run_1/logic_types.png
Scale: 3 px per µm.
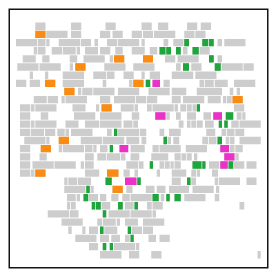
run_1/clocks.png
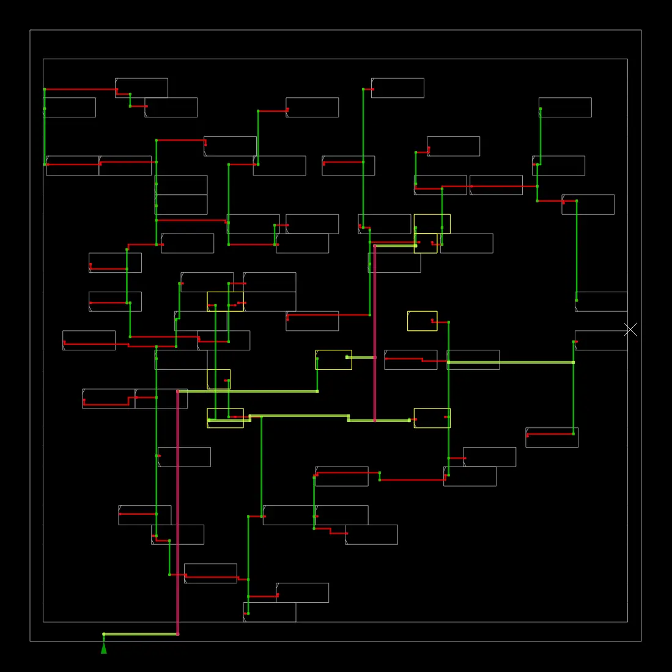
run_1/layer_met3.png
Scale: 6 px per µm.
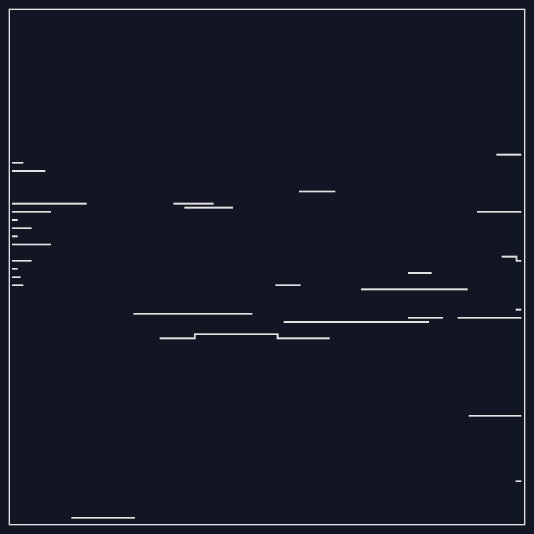
File: config.mk
export PLATFORM = sky130hd
export DESIGN_NAME = ddr3_cmd_fsm_flat
export DESIGN_NICKNAME = d
export VERILOG_FILES = /design/src/rtl/ddr3_cmd_fsm_if.sv /design/src/rtl/ddr3_cmd_fsm.sv /design/src/flat_wrapper.sv
export SDC_FILE = /design/constraint.sdc
export NUM_CORES = 1
export LEC_CHECK = 0
export CORE_MARGIN = 1.5
export CORE_UTILIZATION = 40
export DETAILED_ROUTE_END_ITERATION = 10
export GPL_ROUTABILITY_DRIVEN = 0
export PLACE_DENSITY = 0.66
export SLEW_MARGIN = 20
export SYNTH_ARGS = -nofsm -noshare
export SYNTH_HDL_FRONTEND = slang
export SYNTH_SLANG_ARGS = --single-unit
File: constraint.sdc
create_clock -name clock -period 4.2 [get_ports clock]
set_input_delay 1.05 -clock clock [delete_from_list [all_inputs] [get_ports clock]]
set_output_delay 1.05 -clock clock [all_outputs]
set_load 0.02 [all_outputs]
File: src/rtl/ddr3_cmd_fsm_if.sv
// Request and DDL command-port bundle for ddr3_cmd_fsm.
// slave = sequencer side, master = front end / DDL model side.
interface ddr3_cmd_fsm_if #(
    parameter int ADDRS        = 32,
    parameter int DDR_ROW_BITS = 13
);
    logic                    req_valid_i;
    logic                    req_ready_o;
    logic                    req_write_i;
    logic [ADDRS-1:0]        req_addr_i;
    logic                    ctl_req_o;
    logic                    ctl_seq_o;
    logic                    ctl_rdy_i;
    logic [2:0]              ctl_cmd_o;
    logic [2:0]              ctl_ba_o;
    logic [DDR_ROW_BITS-1:0] ctl_adr_o;

    modport slave (
        input  req_valid_i,
        input  req_write_i,
        input  req_addr_i,
        input  ctl_rdy_i,
        output req_ready_o,
        output ctl_req_o,
        output ctl_seq_o,
        output ctl_cmd_o,
        output ctl_ba_o,
        output ctl_adr_o
    );

    modport master (
        output req_valid_i,
        output req_write_i,
        output req_addr_i,
        output ctl_rdy_i,
        input  req_ready_o,
        input  ctl_req_o,
        input  ctl_seq_o,
        input  ctl_cmd_o,
        input  ctl_ba_o,
        input  ctl_adr_o
    );
endinterface

File: src/rtl/ddr3_cmd_fsm.sv
// Closed-page DDR3 command sequencer: ACT then RD/WR with auto-precharge,
// plus a refresh interval timer with postponed-refresh accounting.
module ddr3_cmd_fsm #(
    parameter int ADDRS        = 32,
    parameter int DDR_ROW_BITS = 13,
    parameter int DDR_COL_BITS = 10,
    parameter int TRCD_CYCLES  = 2,
    parameter int TRC_CYCLES   = 6,
    parameter int TRFC_CYCLES  = 16,
    parameter int TREFI_CYCLES = 780
) (
    input  logic                 clock,
    input  logic                 reset,
    input  logic                 init_done_i,
    ddr3_cmd_fsm_if.slave        bus,
    output logic                 ref_pend_o,
    output logic                 ref_err_o
);

    localparam logic [2:0] CMD_NOP  = 3'b111;
    localparam logic [2:0] CMD_ACTV = 3'b011;
    localparam logic [2:0] CMD_READ = 3'b101;
    localparam logic [2:0] CMD_WRIT = 3'b100;
    localparam logic [2:0] CMD_REFR = 3'b001;

    localparam int WAIT_A   = (TRCD_CYCLES > TRC_CYCLES) ? TRCD_CYCLES : TRC_CYCLES;
    localparam int WAIT_MAX = (WAIT_A > TRFC_CYCLES) ? WAIT_A : TRFC_CYCLES;
    localparam int WAIT_W   = $clog2(WAIT_MAX + 1);
    localparam int REF_W    = $clog2(TREFI_CYCLES + 1);
    localparam int ROW_LO   = DDR_COL_BITS + 4;
    localparam int ROW_HI   = DDR_COL_BITS + DDR_ROW_BITS + 3;

    typedef enum logic [2:0] {
        S_IDLE,
        S_ACTV,
        S_WRCD,
        S_RDWR,
        S_WRC,
        S_REFR,
        S_WRFC
    } state_t;

    state_t                  state;
    logic [WAIT_W-1:0]       wait_cnt;
    logic [REF_W-1:0]        ref_cnt;
    logic [3:0]              pend_cnt;
    logic                    err_q;
    logic [2:0]              bank_q;
    logic [DDR_COL_BITS-1:0] col_q;
    logic                    write_q;

    logic                    ctl_req_q;
    logic [2:0]              ctl_cmd_q;
    logic [2:0]              ctl_ba_q;
    logic [DDR_ROW_BITS-1:0] ctl_adr_q;

    logic                    req_ready;
    logic                    req_acc;
    logic                    cmd_acc;
    logic                    refr_acc;
    logic                    ref_expire;

    logic [DDR_COL_BITS-1:0] addr_col;
    logic [2:0]              addr_bank;
    logic [DDR_ROW_BITS-1:0] addr_row;
    logic [DDR_ROW_BITS-1:0] col_adr;
    logic                    unused_addr;

    assign addr_col  = {bus.req_addr_i[DDR_COL_BITS:4], 3'b000};
    assign addr_bank = bus.req_addr_i[DDR_COL_BITS+3:DDR_COL_BITS+1];
    assign addr_row  = bus.req_addr_i[ROW_HI:ROW_LO];

    assign unused_addr = ^{bus.req_addr_i[3:0], bus.req_addr_i[ADDRS-1:ROW_HI+1]};

    // A10 high selects auto-precharge on the column command
    always_comb begin
        col_adr                     = '0;
        col_adr[DDR_COL_BITS-1:0]   = col_q;
        col_adr[10]                 = 1'b1;
    end

    assign req_ready  = (state == S_IDLE) && init_done_i && (pend_cnt == 4'd0);
    assign req_acc    = bus.req_valid_i && req_ready;
    assign cmd_acc    = ctl_req_q && bus.ctl_rdy_i;
    assign refr_acc   = cmd_acc && (state == S_REFR);
    assign ref_expire = init_done_i && (ref_cnt == '0);

    assign bus.req_ready_o = req_ready;
    assign bus.ctl_req_o   = ctl_req_q;
    assign bus.ctl_seq_o   = 1'b0;
    assign bus.ctl_cmd_o   = ctl_cmd_q;
    assign bus.ctl_ba_o    = ctl_ba_q;
    assign bus.ctl_adr_o   = ctl_adr_q;
    assign ref_pend_o      = (pend_cnt != 4'd0);
    assign ref_err_o       = err_q;

    // Refresh interval timer and owed-refresh counter
    always_ff @(posedge clock) begin
        if (reset) begin
            ref_cnt  <= REF_W'(TREFI_CYCLES - 1);
            pend_cnt <= 4'd0;
            err_q    <= 1'b0;
        end else begin
            if (init_done_i) begin
                if (ref_cnt == '0)
                    ref_cnt <= REF_W'(TREFI_CYCLES - 1);
                else
                    ref_cnt <= ref_cnt - 1'b1;
            end
            if (ref_expire && !refr_acc) begin
                if (pend_cnt == 4'd8)
                    err_q <= 1'b1;
                else
                    pend_cnt <= pend_cnt + 4'd1;
            end else if (refr_acc && !ref_expire) begin
                pend_cnt <= pend_cnt - 4'd1;
            end
        end
    end

    always_ff @(posedge clock) begin
        if (reset) begin
            state     <= S_IDLE;
            wait_cnt  <= '0;
            bank_q    <= 3'd0;
            col_q     <= '0;
            write_q   <= 1'b0;
            ctl_req_q <= 1'b0;
            ctl_cmd_q <= CMD_NOP;
            ctl_ba_q  <= 3'd0;
            ctl_adr_q <= '0;
        end else begin
            unique case (state)
                S_IDLE: begin
                    if (init_done_i && pend_cnt != 4'd0) begin
                        state     <= S_REFR;
                        ctl_req_q <= 1'b1;
                        ctl_cmd_q <= CMD_REFR;
                        ctl_ba_q  <= 3'd0;
                        ctl_adr_q <= '0;
                    end else if (req_acc) begin
                        state     <= S_ACTV;
                        bank_q    <= addr_bank;
                        col_q     <= addr_col;
                        write_q   <= bus.req_write_i;
                        ctl_req_q <= 1'b1;
                        ctl_cmd_q <= CMD_ACTV;
                        ctl_ba_q  <= addr_bank;
                        ctl_adr_q <= addr_row;
                    end
                end
                S_ACTV: begin
                    if (cmd_acc) begin
                        state     <= S_WRCD;
                        wait_cnt  <= WAIT_W'(TRCD_CYCLES - 1);
                        ctl_req_q <= 1'b0;
                        ctl_cmd_q <= CMD_NOP;
                    end
                end
                S_WRCD: begin
                    if (wait_cnt == '0) begin
                        state     <= S_RDWR;
                        ctl_req_q <= 1'b1;
                        ctl_cmd_q <= write_q ? CMD_WRIT : CMD_READ;
                        ctl_ba_q  <= bank_q;
                        ctl_adr_q <= col_adr;
                    end else begin
                        wait_cnt <= wait_cnt - 1'b1;
                    end
                end
                S_RDWR: begin
                    if (cmd_acc) begin
                        state     <= S_WRC;
                        wait_cnt  <= WAIT_W'(TRC_CYCLES - 1);
                        ctl_req_q <= 1'b0;
                        ctl_cmd_q <= CMD_NOP;
                    end
                end
                S_WRC: begin
                    if (wait_cnt == '0)
                        state <= S_IDLE;
                    else
                        wait_cnt <= wait_cnt - 1'b1;
                end
                S_REFR: begin
                    if (cmd_acc) begin
                        state     <= S_WRFC;
                        wait_cnt  <= WAIT_W'(TRFC_CYCLES - 1);
                        ctl_req_q <= 1'b0;
                        ctl_cmd_q <= CMD_NOP;
                    end
                end
                S_WRFC: begin
                    if (wait_cnt == '0)
                        state <= S_IDLE;
                    else
                        wait_cnt <= wait_cnt - 1'b1;
                end
                default: state <= S_IDLE;
            endcase
        end
    end

endmodule
File: src/flat_wrapper.sv
// flat-port wrapper written by rule: the top's interface ports become plain ports
module ddr3_cmd_fsm_flat 
#(
    parameter int ADDRS        = 32,
    parameter int DDR_ROW_BITS = 13,
    parameter int DDR_COL_BITS = 10,
    parameter int TRCD_CYCLES  = 2,
    parameter int TRC_CYCLES   = 6,
    parameter int TRFC_CYCLES  = 16,
    parameter int TREFI_CYCLES = 780
)
  (clock, reset, init_done_i, ref_pend_o, ref_err_o, bus_req_valid_i, bus_req_write_i, bus_req_addr_i, bus_ctl_rdy_i, bus_req_ready_o, bus_ctl_req_o, bus_ctl_seq_o, bus_ctl_cmd_o, bus_ctl_ba_o, bus_ctl_adr_o);
  ddr3_cmd_fsm_if #(.ADDRS(ADDRS), .DDR_ROW_BITS(DDR_ROW_BITS)) bus_i ();
  input  logic clock;
  input  logic reset;
  input  logic init_done_i;
  output logic ref_pend_o;
  output logic ref_err_o;
  input wire logic [$bits(bus_i.req_valid_i)-1:0] bus_req_valid_i;
  input wire logic [$bits(bus_i.req_write_i)-1:0] bus_req_write_i;
  input wire logic [$bits(bus_i.req_addr_i)-1:0] bus_req_addr_i;
  input wire logic [$bits(bus_i.ctl_rdy_i)-1:0] bus_ctl_rdy_i;
  output wire logic [$bits(bus_i.req_ready_o)-1:0] bus_req_ready_o;
  output wire logic [$bits(bus_i.ctl_req_o)-1:0] bus_ctl_req_o;
  output wire logic [$bits(bus_i.ctl_seq_o)-1:0] bus_ctl_seq_o;
  output wire logic [$bits(bus_i.ctl_cmd_o)-1:0] bus_ctl_cmd_o;
  output wire logic [$bits(bus_i.ctl_ba_o)-1:0] bus_ctl_ba_o;
  output wire logic [$bits(bus_i.ctl_adr_o)-1:0] bus_ctl_adr_o;
  assign bus_i.req_valid_i = bus_req_valid_i;
  assign bus_i.req_write_i = bus_req_write_i;
  assign bus_i.req_addr_i = bus_req_addr_i;
  assign bus_i.ctl_rdy_i = bus_ctl_rdy_i;
  assign bus_req_ready_o = bus_i.req_ready_o;
  assign bus_ctl_req_o = bus_i.ctl_req_o;
  assign bus_ctl_seq_o = bus_i.ctl_seq_o;
  assign bus_ctl_cmd_o = bus_i.ctl_cmd_o;
  assign bus_ctl_ba_o = bus_i.ctl_ba_o;
  assign bus_ctl_adr_o = bus_i.ctl_adr_o;
  ddr3_cmd_fsm #(.ADDRS(ADDRS), .DDR_ROW_BITS(DDR_ROW_BITS), .DDR_COL_BITS(DDR_COL_BITS), .TRCD_CYCLES(TRCD_CYCLES), .TRC_CYCLES(TRC_CYCLES), .TRFC_CYCLES(TRFC_CYCLES), .TREFI_CYCLES(TREFI_CYCLES)) u_core (.clock(clock), .reset(reset), .init_done_i(init_done_i), .bus(bus_i), .ref_pend_o(ref_pend_o), .ref_err_o(ref_err_o));
endmodule
==> ci_impl_report.md, run 1 <==
## Implementation flow summary

| Metric | Value |
|---|---|
| Status | `finished with violations` |
| Failing checks | `design-rule violations` |
| Clock skew | `approximately 0.012 ns` |
| Final Hold Viols | `0` |
| Cell area leaders | `dfxtp_1, nor2_1, mux2i_1` |
| CTS resizes | `0` |
| Max_cap viols | `0` |
| Synth top area share | `0.396` |
| # diodes | `0` |
| Mapped Cells | `302` |
| Slew headroom | `0.353` |
| Die H | `approximately 86 µm` |
| Crit-path max FO | `4` |
| Crit. End Element | `primary output` |
| Yosys top cell by area | `dfxtp_1` |
| H-tree Lvls | `2` |
| Met3 wire len | `211 µm` |
| Peak VDD IR | `0.000163 V` |
| Core ar. | `about 6500 µm²` |
| Die ar. | `about 7300 µm²` |
| Detailed-route via count | `approximately 2200` |
| Worst Path Required | `3.15 ns` |
| Final worst setup slack | `between 0.5 and 0.6 ns` |
| Number of flops mapped to enable cells by yosys | `0` |
| Async SR Flop Fraction | `0` |
| Met1 WL | `roughly 2.7 mm` |
| Fmax | `roughly 270 MHz` |
| Hold/Removal Path Class | `register to register` |
| Ys cells | `about 300` |
| DRC errors left | `1` |
| P_leak | `between 1 and 1.5 nW` |
| Syn Area/Cell | `roughly 9.0 µm²` |
| Metal2 WL | `approximately 2.9 mm` |
| Final Instance Count excl. Fillers | `420` |
| Top cells by count, synth | `dfxtp_1, nor2_1, nand2_1` |
| Tcrit/Tclk final | `0.880` |
| Seq share, synth | `0.396` |
| Kind of critical path | `primary input to primary output` |
| Clock-pin slew on the worst setup and hold paths | `~0.10 ns` |
| Dominant flop cell | `dfxtp_1` |
| Fp util | `0.423` |
About logic_types.png:
legend:
  magenta:
    family: non-inverting ao/oa cells
    cells: 8
    most_used: a21o_1
  orange:
    family: mux cells
    cells: 14
    most_used: mux2i_1
  green:
    family: nand cells
    cells: 41
    most_used: nand2_1

About clocks.png:
Num CTS Buffers: 5
CLK BUF: 5

About layer_met3.png:
wire length on this layer: 211 µm
longest straight run: 23.9 µm
main direction: horizontal

[run 1: power breakdown]
| group | total [mW] | switching (mW) | internal, mW |
|---|---|---|---|
| registers | 0.551 | 0.0171 | 0.534 |
| clock network | 0.315 | 0.191 | 0.124 |
| logic | 0.161 | 0.0795 | 0.0815 |
| total | 1.03 | 0.288 | 0.740 |
[run 1: path summary, 6_finish.rpt]
check                                 startpoint  depth (start not counted)                               to  slack, ns
setup / recovery                     init_done_i                          4                  bus_req_ready_o       0.50
setup reg to reg  u_core.ref_cnt[0]$_SDFFE_PP1P_                         11  u_core.pend_cnt[3]$_SDFFE_PP0P_       1.39
hold / removal     u_core.ref_err_o$_SDFFE_PP0P_                          2    u_core.ref_err_o$_SDFFE_PP0P_       0.47
hold reg to reg    u_core.ref_err_o$_SDFFE_PP0P_                          2    u_core.ref_err_o$_SDFFE_PP0P_       0.47
[run 1: stage by stage]
stage	utilization	total power, mW	cell area [µm²]
finish	0.514	1.03	3320
global route	0.514	1.08	3320
CTS	0.514	1.04	3320
detailed placement	0.499	0.726	3220
global placement	0.499	0.723	3220
floorplan	-	0.659	2730
[run 1: layout make-up]
class	count	area, µm²
flip-flops and latches	54	1080
well taps	77	96.3
repair buffers	54	528
fillers	620	3140
inverters	8	30.0
clock inverters	3	28.8
clock buffers	5	68.8
multi-input cells	219	1490
[run 1: critical path, cell delays in order]
cell             delay [ns]
clkdlybuf4s50_1        0.57
and2b_2                0.20
and3b_2                0.21
clkdlybuf4s50_1        0.61
[run 1: sequential cells by signal (all words and copies together) (netlist names), 4 cells and up]
name / flops
u_core.wait_cnt: 5
u_core.col_q: 7
u_core.bus.ctl_adr_o: 13
u_core.ref_cnt: 10
u_core.pend_cnt: 4
[run 1: cell families (layout without fill, tap and decap cells)]
logic type                 Yosys count  after routing  share of synthesized area
AOI/OAI and AO/OA                   69             69                      0.195
xor gates and xnor gates            14             14                     0.0449
DFF                                 54             54                      0.396
buffers and inverters               29             70                     0.0623
other                                1              1                    0.00137
and+or+nand+nor                    114            114                      0.215
adders and majority gates            7              7                     0.0348
muxes                               14             14                     0.0517
[run 1: cell usage in the layout (no fill, tap or decap), types with 7 or more instances in the layout]
cell	instances
dfxtp_1	54
clkdlybuf4s50_1	50
nor2_1	44
nand2_1	20
a21oi_1	16
mux2i_1	13
nand3_1	11
a22oi_1	11
a211oi_2	10
o21ai_0	10
inv_1	8
xor2_1	8
nand2b_1	7
nor3_1	7
[run 1: routing by layer]
metal	global-route usage	vias to the layer above
met5	0	-
met2	0.282	37
met3	0.0289	5
met4	0.0543	0
met1	0.223	1057
li1	-	1139
run_1/wires.png
Scale: 3 px per µm.
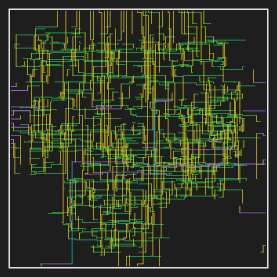

==> run 2, diff against run 1 <==
--- a/config.mk
+++ b/config.mk
@@ -9,7 +9,7 @@
 export CORE_UTILIZATION = 40
 export DETAILED_ROUTE_END_ITERATION = 10
 export GPL_ROUTABILITY_DRIVEN = 0
-export PLACE_DENSITY = 0.66
+export PLACE_DENSITY = 0.68
 export SLEW_MARGIN = 20
 export SYNTH_ARGS = -nofsm -noshare
 export SYNTH_HDL_FRONTEND = slang
==> constraint.sdc (replaced) <==
create_clock -name clock -period 2.97 [get_ports clock]
set_input_delay 0.7425 -clock clock [delete_from_list [all_inputs] [get_ports clock]]
set_output_delay 0.7425 -clock clock [all_outputs]
set_load 0.02 [all_outputs]
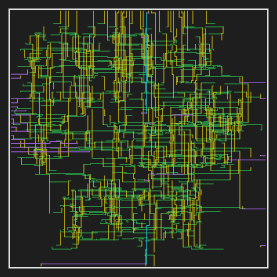
run_2/wires.png
Scale: 3 px per µm.
legend:
  green:
    layer: metal 1
    wire_length: 2920 µm
  cyan:
    layer: metal 4
    wire_length: 77.1 µm
  purple:
    layer: metal 3
    wire_length: 217 µm
  yellow:
    layer: metal 2
    wire_length: 2760 µm

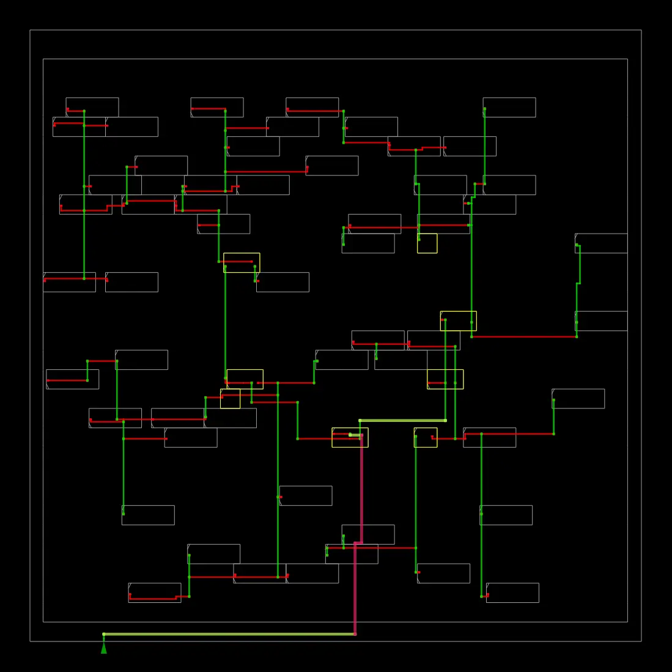
run_2/clocks.png
P_clk: 426 µW
clk latency late pin: 0.31 ns
sequential cells: 54
clock skew: 0.0111 ns
CTS sink cnt: 54

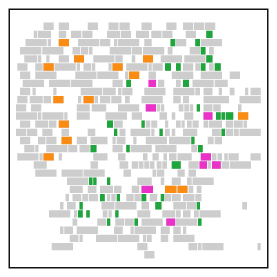
run_2/logic_types.png
Scale: 3 px per µm.
legend:
  green:
    family: nand cells
    cells: 41
    most_used: nand2_1
  magenta:
    family: non-inverting ao/oa cells
    cells: 8
    most_used: a21o_1
  orange:
    family: mux cells
    cells: 14
    most_used: mux2i_1

==> run 2 against run 1 <==
Against the previous run:
- the flow now finishes without violations
- hold slack worse by 0.0099 ns
- critical endpoint is now u_core.pend_cnt[3]$_SDFFE_PP0P_
- critical path type is now primary input to register
- sequential power up 41%
- final cell count up 3.1%
- die area unchanged
- critical path depth up 6
==> ci_impl_report.md, run 2 <==
## Implementation flow summary

| Metric | Value |
|---|---|
| Async SR Flop Fraction | `0 (unchanged)` |
| Synth Area in Simple Gates | `0.215 (unchanged)` |
| Design area | `3430 µm² (+3.1%)` |
| Sequential Power Share | `0.539 (+0.002)` |
| Kind of critical path | `primary input to register` |
| Max reg flops | `13 (unchanged)` |
| Vias in the first global route | `roughly 2200` |
| Reg-to-reg slack, setup | `0.33 ns (-1.06 ns)` |
| Placed Instances | `425` |
| Worst Path Required | `3.21 ns (+0.06 ns)` |
| Largest net degree at the start of global routing | `33` |
| Post-DP Area | `3330 µm² (+3.4%)` |
| P_sw | `397 µW (+38%)` |
| Area share of fa/ha/maj cells after synthesis | `0.0348 (unchanged)` |
| Top logic family | `simple AND/OR/NAND/NOR gates` |
| Fmax | `357 MHz` |
| DRC errors left | `0 (-1)` |
| Top Layout Cells | `dfxtp_1, clkdlybuf4s50_1, nor2_1` |
| # diodes | `0 (unchanged)` |
| Fp util | `0.423 (unchanged)` |
| Crit. End Element | `register` |
| Dominant flop cell | `dfxtp_1` |
| Tcrit/Tclk final | `0.942` |
| Post-Synth AOI/OAI Area | `0.195 (unchanged)` |
| Max_cap viols | `0 (unchanged)` |
| Clock group share of total power | `0.295 (-0.012)` |
| H-tree Lvls | `2 (unchanged)` |
| Max incr delay on CP | `0.49 ns (-0.12 ns)` |
| CTS resizes | `1 (+1)` |
| Met1 Use GR | `0.224 (+0.000990)` |
| Clock-pin slew on the worst setup and hold paths | `0.10 ns (about the same)` |
| Pint | `1.05 mW (+42%)` |
| Num CTS Buffers | `5 (unchanged)` |
| Cell area leaders | `dfxtp_1, nor2_1, mux2i_1` |
| XOR/XNOR Area Share | `0.0449 (unchanged)` |
| Combinational power share | `0.166 (+0.009)` |
| Crit path cell chain | `clkdlybuf4s50_1 -> nor3b_2 -> nand3_1 -> or2_2 -> ha_1 -> a21o_2 -> a21oi_1 -> xnor2_1 -> or3_1 -> a21oi_1` |
| Mapped Cells | `302 (unchanged)` |
| Final Hold Viols | `0 (unchanged)` |
| Sw Ratio | `0.274 (-0.00551)` |
| Yosys top cell by area | `dfxtp_1` |
| Area fraction in mux cells | `0.0517 (unchanged)` |
| Die H | `85.7 µm (unchanged)` |
| P_leak | `1.34 nW (+4.4%)` |
| Global route hottest layer | `met2` |
| Ys cells | `302 (unchanged)` |
| Slew headroom | `0.554 (+0.201)` |
| Worst path bufs/invs | `1 (-1)` |
| Top cells by count, synth | `dfxtp_1, nor2_1, nand2_1` |
| Crit-path max FO | `2 (-2)` |
| Status | `finished, final reports clean` |
| Seq share, synth | `0.396 (unchanged)` |
| Synthesized area | `approximately 2700 µm²` |
| Total track usage | `0.170` |
| Synth top area share | `0.396 (unchanged)` |
| Die ar. | `7340 µm² (unchanged)` |
| Peak VDD IR | `0.000253 V (+55%)` |
| Detailed-route via count | `2277 (+1.7%)` |
| Number of flops mapped to enable cells by yosys | `0 (unchanged)` |
| CP max-delay cell | `clkdlybuf4s50_1` |
| Most used logic cell in the final layout | `dfxtp_1` |
| Routing usage on met3 | `0.0395 (+0.0106)` |
| Met2 Track Usage GR | `0.278 (-0.00358)` |
| Layout fillers | `606 (-2.3%)` |
| Syn Area/Cell | `9.05 µm² (unchanged)` |
| Hold/Removal Path Class | `register to register` |
| Most frequent cell on the critical path | `a21oi_1` |
| Core ar. | `6460 µm² (unchanged)` |
| Top Family by Delay on Critical Path | `simple AND/OR/NAND/NOR gates` |
| Final Instance Count excl. Fillers | `433 (+3.1%)` |
| Util after Layout | `0.530 (+0.0161)` |
==> run 2: cell count changes in the layout (fill, tap and decap cells not counted) <==
cell	previous run	this run
buf_4	3	15
clkinvlp_4	0	2
inv_8	1	0
dlygate4sd2_1	0	1
inv_6	0	1
clkinv_4	2	0
buf_12	0	1
clkdlybuf4s50_1	50	49
==> run 2: layout make-up <==
| class | instances | area, µm² | area share |
|---|---|---|---|
| well taps | 77 | 96.3 | 0.0281 |
| repair buffers | 67 | 637 | 0.186 |
| flip-flops and latches | 54 | 1080 | 0.316 |
| clock buffers | 5 | 68.8 | 0.0201 |
| clock inverters | 3 | 23.8 | 0.00694 |
| inverters | 8 | 30.0 | 0.00877 |
| multi-input cells | 219 | 1490 | 0.435 |
==> run 2: routing by layer <==
layer | part of all wire | vias up
li1 | - | 1161
met1 | 0.49 | 1074
met2 | 0.46 | 36
met3 | 0.036 | 6
met4 | 0.013 | 0
met5 | 0 | -
==> run 2: final timing paths <==
kind	start	endpoint	cells past startpoint
worst max register to register	u_core.ref_cnt[0]$_SDFFE_PP1P_	u_core.pend_cnt[3]$_SDFFE_PP0P_	11
worst min register to register	u_core.ref_err_o$_SDFFE_PP0P_	u_core.ref_err_o$_SDFFE_PP0P_	2
worst min-delay path	u_core.ref_err_o$_SDFFE_PP0P_	u_core.ref_err_o$_SDFFE_PP0P_	2
worst max-delay path	init_done_i	u_core.pend_cnt[3]$_SDFFE_PP0P_	10
==> run 2: metrics by stage <==
stage | total power [mW] | setup slack (ns)
after floorplan | 0.932 | 0.0328
after global placement | 1.03 | -0.125
after detailed placement | 1.04 | -0.164
after CTS | 1.47 | 0.159
after global routing | 1.52 | 0.0180
final | 1.45 | 0.172
==> run 2: logic make-up after synthesis <==
family,count (synthesis)
AOI/OAI and AO/OA,69
xor gates and xnor gates,14
adders and majority gates,7
buffers and inverters,29
DFF,54
muxes,14
other,1
and+or+nand+nor,114
==> run 2: power by group through the flow <==
stage	sequential, mW	combinational, mW	clock, mW
floorplan	0.813	0.119	0
global placement	0.795	0.238	0
detailed placement	0.796	0.242	0
finish	0.779	0.240	0.426
global route	0.784	0.261	0.471
CTS	0.779	0.242	0.444
==> run 2: worst reg2reg max path: stages (launching register included) <==
cell and delay [ns]:
dfxtp_1 0.36, inv_1 0.09, ha_1 0.14, nor3b_1 0.34
nand3_1 0.14, or2_2 0.31, ha_1 0.28, a21o_2 0.21
a21oi_1 0.17, xnor2_1 0.10, or3_1 0.30, a21oi_1 0.13
run_2/layer_met3.png
Scale: 6 px per µm.
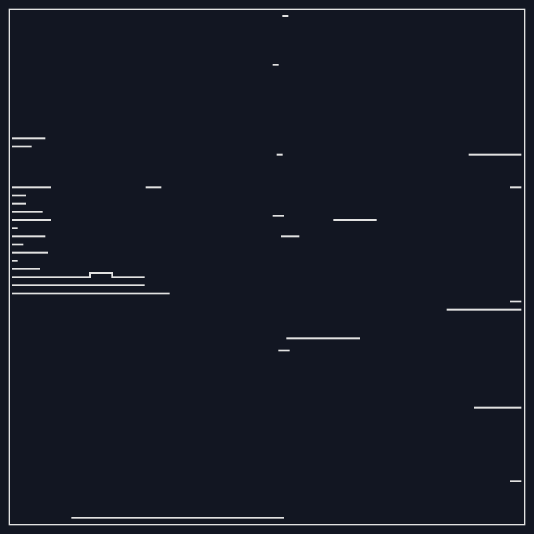

==> run 3, diff against run 2 <==
--- a/config.mk
+++ b/config.mk
@@ -6,10 +6,11 @@
 export NUM_CORES = 1
 export LEC_CHECK = 0
 export CORE_MARGIN = 1.5
-export CORE_UTILIZATION = 40
+export CORE_UTILIZATION = 45
+export CTS_CLUSTER_SIZE = 16
 export DETAILED_ROUTE_END_ITERATION = 10
 export GPL_ROUTABILITY_DRIVEN = 0
-export PLACE_DENSITY = 0.68
+export PLACE_DENSITY = 0.73
 export SLEW_MARGIN = 20
 export SYNTH_ARGS = -nofsm -noshare
 export SYNTH_HDL_FRONTEND = slang
==> constraint.sdc (replaced) <==
create_clock -name clock -period 3.1 [get_ports clock]
set_input_delay 0.775 -clock clock [delete_from_list [all_inputs] [get_ports clock]]
set_output_delay 0.775 -clock clock [all_outputs]
set_load 0.02 [all_outputs]
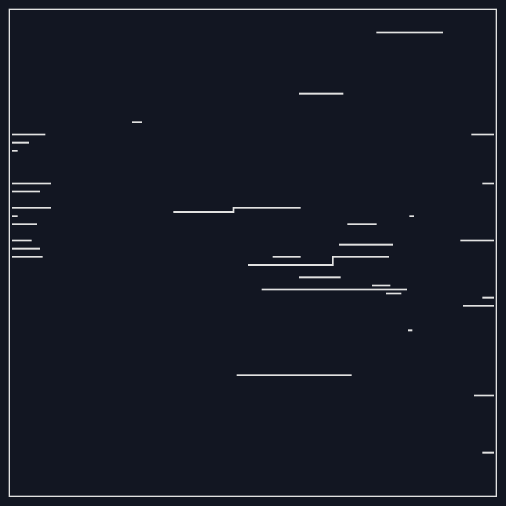
run_3/layer_met3.png
Scale: 6 px per µm.
main direction: horizontal
nets with wire on the layer: 28
share of all routed wire: 3.4%
longest straight run: 23.9 µm
wire length on this layer: 202 µm

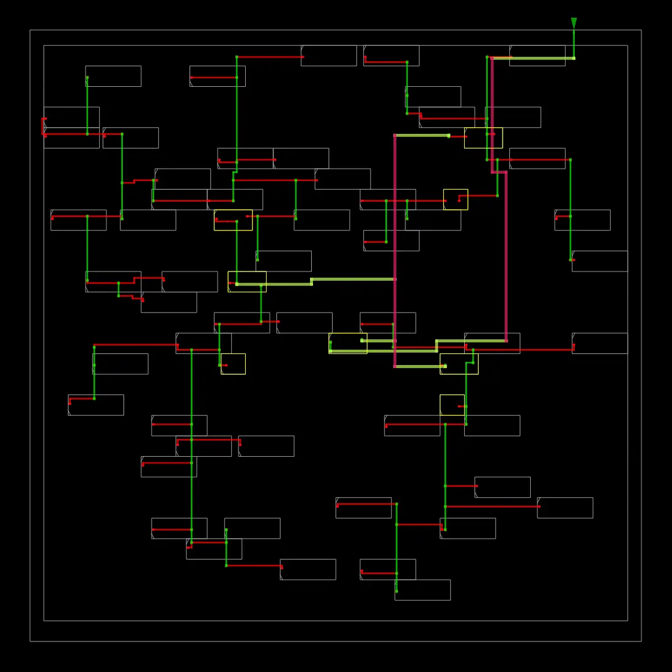
run_3/clocks.png
P_clk: 418 µW
clk latency late pin: 0.32 ns
clock skew: 0.0135 ns

==> run 3 against run 2 <==
Against the previous run:
- combinational power shrank 5%
- clock power down 2%
- worst setup slack gained 0.065 ns
- clock skew increased by 0.0024 ns
- global-route usage grew 2.4 points
- highest routed layer unchanged
- final cell count is 0.92% lower
==> ci_impl_report.md, run 3 <==
## Implementation flow summary

| Metric | Value |
|---|---|
| P_leak | `1.34 nW (about the same)` |
| Yosys top cell by area | `dfxtp_1` |
| Register area | `1080 µm² (unchanged)` |
| Layout fillers | `528 (-13%)` |
| Max reg flops | `13 (unchanged)` |
| Initial antenna violation count | `0` |
| Mapped Cells | `302 (unchanged)` |
| Crit-path max FO | `2 (unchanged)` |
| Ys cells | `302 (unchanged)` |
| Synth top area share | `0.396 (unchanged)` |
| Share of cells above drive strength 1 | `0.133` |
| Final Instance Count excl. Fillers | `429 (-0.92%)` |
| Vias in the first global route | `2102 (-4.3%)` |
| CTS sink cnt | `54 (unchanged)` |
| Seq share, synth | `0.396 (unchanged)` |
| Logic area | `1490 µm² (unchanged)` |
| Die ar. | `6550 µm² (-11%)` |
| Die H | `80.9 µm (-5.5%)` |
| Core ar. | `5890 µm² (-8.9%)` |
| Design area | `3410 µm² (-0.44%)` |
| DRC errors left | `0 (unchanged)` |
| Post-DP Area | `3320 µm² (-0.53%)` |
| Num CTS Buffers | `5 (unchanged)` |
| Peak VDD IR | `0.000277 V (+9.7%)` |
| Max_cap viols | `0 (unchanged)` |
| Top cells by count, synth | `dfxtp_1, nor2_1, nand2_1` |
| Placement Rows | `28` |
| Crit. End Element | `primary output` |
| P_sw | `384 µW (-3.3%)` |
| Tot Pwr | `1.39 mW (-3.7%)` |
| Fmax | `349 MHz` |
| Cell area leaders | `dfxtp_1, nor2_1, mux2i_1` |
| Largest net degree at the start of global routing | `26 (-21%)` |
| # diodes | `0 (unchanged)` |
| Final Hold Viols | `0 (unchanged)` |
| Status | `finished, final reports clean` |
| Syn Area/Cell | `9.05 µm² (unchanged)` |
| Total track usage | `0.193 (+0.0235)` |
| Number of flops mapped to enable cells by yosys | `0 (unchanged)` |
| Fp util | `0.464 (+0.0412)` |
| Clock group share of total power | `0.300 (+0.005)` |
| Sw Ratio | `0.276 (+0.00125)` |
| Worst EP arrival | `roughly 2.1 ns` |
| Worst Path Required | `2.32 ns (-0.89 ns)` |
| Sequential Power Share | `0.536 (-0.003)` |
| Placed Instances | `421 (-0.94%)` |
| Tcrit/Tclk final | `0.924` |
| H-tree Lvls | `2 (unchanged)` |
| Dominant flop cell | `dfxtp_1` |
| Combinational power share | `0.163 (-0.003)` |
| Clock-pin slew on the worst setup and hold paths | `0.10 ns (about the same)` |
| Detailed-route via count | `2281 (+0.18%)` |
| Async SR Flop Fraction | `0 (unchanged)` |
| Most used logic cell in the final layout | `dfxtp_1` |
| Top Layout Cells | `dfxtp_1, clkdlybuf4s50_1, nor2_1` |
| Pint | `1.01 mW (-3.9%)` |
| Die Width | `between 80 and 90 µm` |
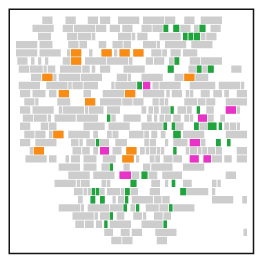
run_3/logic_types.png
Scale: 3 px per µm.
legend:
  magenta:
    family: non-inverting ao/oa cells
    cells: 8
    most_used: a21o_1
  green:
    family: nand cells
    cells: 41
    most_used: nand2_1
  orange:
    family: mux cells
    cells: 14
    most_used: mux2i_1

==> run 3: cell counts after synthesis <==
Identical to the previous run, type by type.
==> run 3: metrics by stage <==
stage               worst slack (ns)   util  TNS [ns]
floorplan                      0.130      -         0
global placement             -0.0380  0.564   -0.0380
detailed placement           -0.0566  0.564   -0.0647
CTS                            0.233  0.580         0
global route                   0.102  0.580         0
finish                         0.237  0.580         0
==> run 3: layer usage <==
layer | routed length (µm) | GRT usage
met5 | 0 | 0
met4 | 88 | 0.0638
met3 | 201 | 0.0404
met2 | 2860 | 0.314
met1 | 2740 | 0.255
==> run 3: repair_timing <==
| item | 4_1_cts | 5_1_grt |
|---|---|---|
| gates resized | 1 | 0 |
| setup endpoints to repair | 1 | 0 |
| hold endpoints to repair | 0 | 0 |
==> run 3: cell families after synthesis <==
logic type,count (synthesis),synth area share
DFF,54,0.396
muxes,14,0.0517
other,1,0.00137
AOI/OAI and AO/OA,69,0.195
adders and majority gates,7,0.0348
buffers and inverters,29,0.0623
and+or+nand+nor,114,0.215
xor gates and xnor gates,14,0.0449
==> run 3: power groups by stage <==
stage	registers (mW)	clock network [mW]	logic, mW
floorplan	0.779	0	0.114
global placement	0.761	0	0.226
detailed placement	0.762	0	0.230
CTS	0.746	0.434	0.230
global route	0.751	0.461	0.248
finish	0.746	0.418	0.227
==> run 3: area by class of cell <==
cell class	instances	share of cell area
Timing Repair Buffer	65	0.182
Clock inverter	3	0.00770
Multi-Input combinational cell	219	0.437
Sequential cell	54	0.317
Tap cell	75	0.0275
Clock buffer	5	0.0202
Inverter	8	0.00880
==> run 3: final timing paths <==
kind | from | endpoint | slack, ns | depth (start not counted)
max | init_done_i | bus_req_ready_o | 0.24 | 5
min | u_core.ref_err_o$_SDFFE_PP0P_ | u_core.ref_err_o$_SDFFE_PP0P_ | 0.46 | 2
max reg2reg | u_core.ref_cnt[0]$_SDFFE_PP1P_ | u_core.pend_cnt[3]$_SDFFE_PP0P_ | 0.45 | 11
min reg2reg | u_core.ref_err_o$_SDFFE_PP0P_ | u_core.ref_err_o$_SDFFE_PP0P_ | 0.46 | 2
==> run 3: critical path: stages <==
cell	delay, ns
clkdlybuf4s50_1	0.43
buf_4	0.14
and2b_2	0.19
and3b_2	0.23
dlygate4sd2_1	0.32
Power figures rest on the tool's default switching activity, not on a simulated workload.
